Design fetch_stage, sky130hd; sources not shown.
Figure 1. Power grid (run 1).
Scale bar: 50 µm. Pins as bars on the die edge. Tap cells in grey.
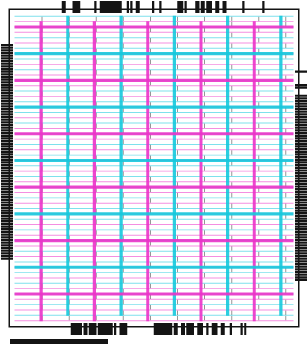
net	colour
VSS	magenta
VDD	cyan
rows	57
signal pins	251
tap cells	295
met5 straps	11
met4 straps	10
Core Region: 22000 µm²
worst IR drop on VDD: 204 µV
Die Span Y: 161 µm

Figure 2. Cell classes on the final placement (run 1).
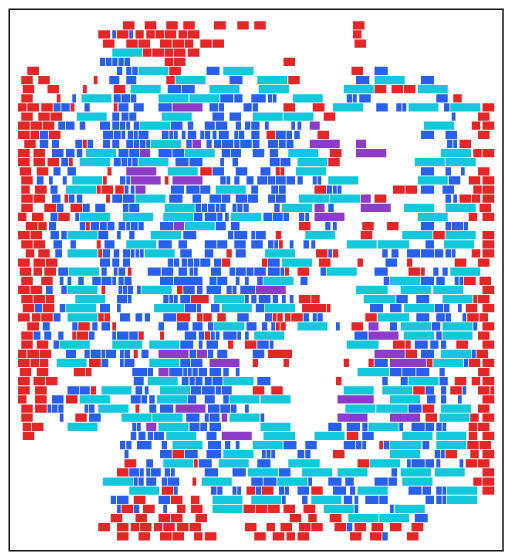
class	colour	cells	share of their area
clock drivers and dummy loads	purple	32	4.9%
registers	cyan	164	34%
remaining logic cells	blue	618	34%
remaining buffers and delay cells	red	367	27%
Final Instance Area: 12500 µm²
Rows: 57
final core utilization: 0.566
Seq area share: 0.330

Figure 3. Clock wires, drivers and flops (run 1).
Scale bar: 50 µm.
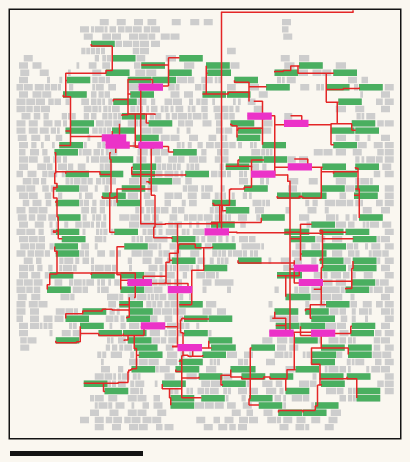
[clock-net drivers] magenta | count: 17
[flip-flops] green | count: 164
[clock wires] red | length: 2070 µm
routed clock nets	18
flops lie	all over the die
clock network power share: 0.374
skew final: 6.29 ps
clk pwr: 1.32 mW
clk_lat worst skew: 430 ps

==> deck_impl_summary.md, run 1 <==
Physical Implementation Snapshot

GRT
  – Met3 Usage GRT: 0.0336

Finish
  – Largest class: combinational gates
  – Share of cells above drive strength 1: 0.169

Route
  – Vias: 7869
  – Initial DRT Pass Iterations: 5
  – WL met2: 13400 µm

Logic synthesis
  – Main synth FF type: dfrtp_1
  – Yosys xor share: 0.0430
  – Top area cell types: dfrtp_1 43%, mux2_2 8.0%, mux2i_1 5.5%, nand2_1 4.6%, buf_4 4.4%
  – Syn_nets: 1002

Final timing
  – Worst hold slack: 472 ps
  – Pins Over Slew Limit: 73
  – Worst relative slew slack: -0.537
  – Final setup violation count: 0

Outcome
  – Violated checks: max-capacitance violations, max-slew violations
  – Run status: finished, violations left

Setup path
  – Crit path largest cell delay: 420 ps
  – Critical Path End Type: flop
  – Depth of the worst register-to-register path: 13
  – CP Launch Type: flop

Clock network
  – Hold bufs inserted after CTS: 0

Worst hold path
  – HP Class: flop to flop

Flow run
  – MaxCap Viol Count: 2

Floorplan
  – Io pins: 251
==> run 2: changes to the inputs <==
--- a/config.mk
+++ b/config.mk
@@ -13,7 +13,7 @@
 export GPL_ROUTABILITY_DRIVEN = 0
 export GPL_TIMING_DRIVEN = 0
 export HOLD_SLACK_MARGIN = 0.08
-export PLACE_DENSITY = 0.76
+export PLACE_DENSITY = 0.74
 export RECOVER_POWER = 50
 export SETUP_SLACK_MARGIN = 0.1
 export SYNTH_ARGS = -nofsm -noshare
==> constraint.sdc (replaced) <==
create_clock -name clk -period 3.45 [get_ports clk]
set_input_delay 0.5175 -clock clk [delete_from_list [all_inputs] [get_ports clk]]
set_output_delay 0.5175 -clock clk [all_outputs]
set_load 0.02 [all_outputs]
Figure 4. Metal layers overlaid (run 2).
Scale bar: 50 µm. Two of the layers only.
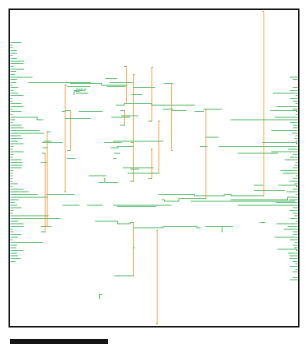
layer	colour	wire length
M4	orange	561 µm
M3	green	1590 µm
GRT Overall Usage: 0.225
Avg WL per Cell: 18.0 µm
routed wire length: 26500 µm

==> run 2 against run 1 <==
Net effect: utilization rose by 0.38 points; highest routed layer unchanged; non-clock buffer count fell by 1; total power rose by 51%; flip-flop count did not move; synthesized area did not move; clock power rose by 58%; register-to-register slack got worse by 1100 ps; the flow now finishes without violations.
==> deck_impl_summary.md, run 2 <==
Physical Implementation Snapshot

Power and ir drop
  – Clk pwr: 2.09 mW
  – Clock network power share: 0.392
  – Worst IR drop on VDD: 346 µV

Finish
  – Final Instance Area: 12500 µm²
  – Seq area share: 0.328
  – Largest class: combinational gates
  – Final core utilization: 0.569

Setup path
  – Crit path largest cell delay: 420 ps
  – CP Launch Type: flop
  – Worst reg2reg setup slack: 250 ps
  – Number of buffers and inverters on the critical path: 6
  – Depth of the worst register-to-register path: 12
  – Number of cells on the critical path: 12
  – Critical Path End Type: flop
  – Largest delay contributor family on the critical path: buffers and inverters
  – Crit path DAT: 3560 ps

Floorplan
  – Fp_density: 0.407
  – Io pins: 251
  – # Taps: 295
  – Core Region: 22000 µm²
  – Die Span Y: 161 µm
  – Rows: 57

Worst hold path
  – HP Class: flop to flop
  – Cell depth of the worst hold path: 2

Final timing
  – Final setup violation count: 0
  – Worst relative slew slack: 0.0746
  – Skew final: 10.3 ps
  – Pins Over Slew Limit: 0
  – Worst hold slack: 473 ps

Route
  – WL met2: 13100 µm
  – Post-DRT Antenna Nets: 0
  – Vias: 7752
  – Initial DRT Pass Iterations: 5

Logic synthesis
  – Yosys xor share: 0.0430
  – Top cells by count, synth: 154 x dfrtp_1, 110 x nand2_1, 71 x o21ai_0
  – Syn_nets: 1002
  – Area leader, netlist: dfrtp_1
  – Top area cell types: dfrtp_1 43%, mux2_2 8.0%, mux2i_1 5.5%, nand2_1 4.6%, buf_4 4.4%
  – Main synth FF type: dfrtp_1

GRT
  – Vias in the first global route: 7920
  – GRT overflow: 0
  – Met3 Usage GRT: 0.0421
  – Met2 usage: 0.389

Clock network
  – # Post-CTS Setup Buffers: 0
  – Hold bufs inserted after CTS: 0
  – Clk_lat worst skew: 430 ps
  – Clk slew on worst S/H paths: 60 ps

Outcome
  – Run status: finished clean

Flow run
  – MaxCap Viol Count: 0
No activity file was given, so power comes from the tool's default toggle rates.
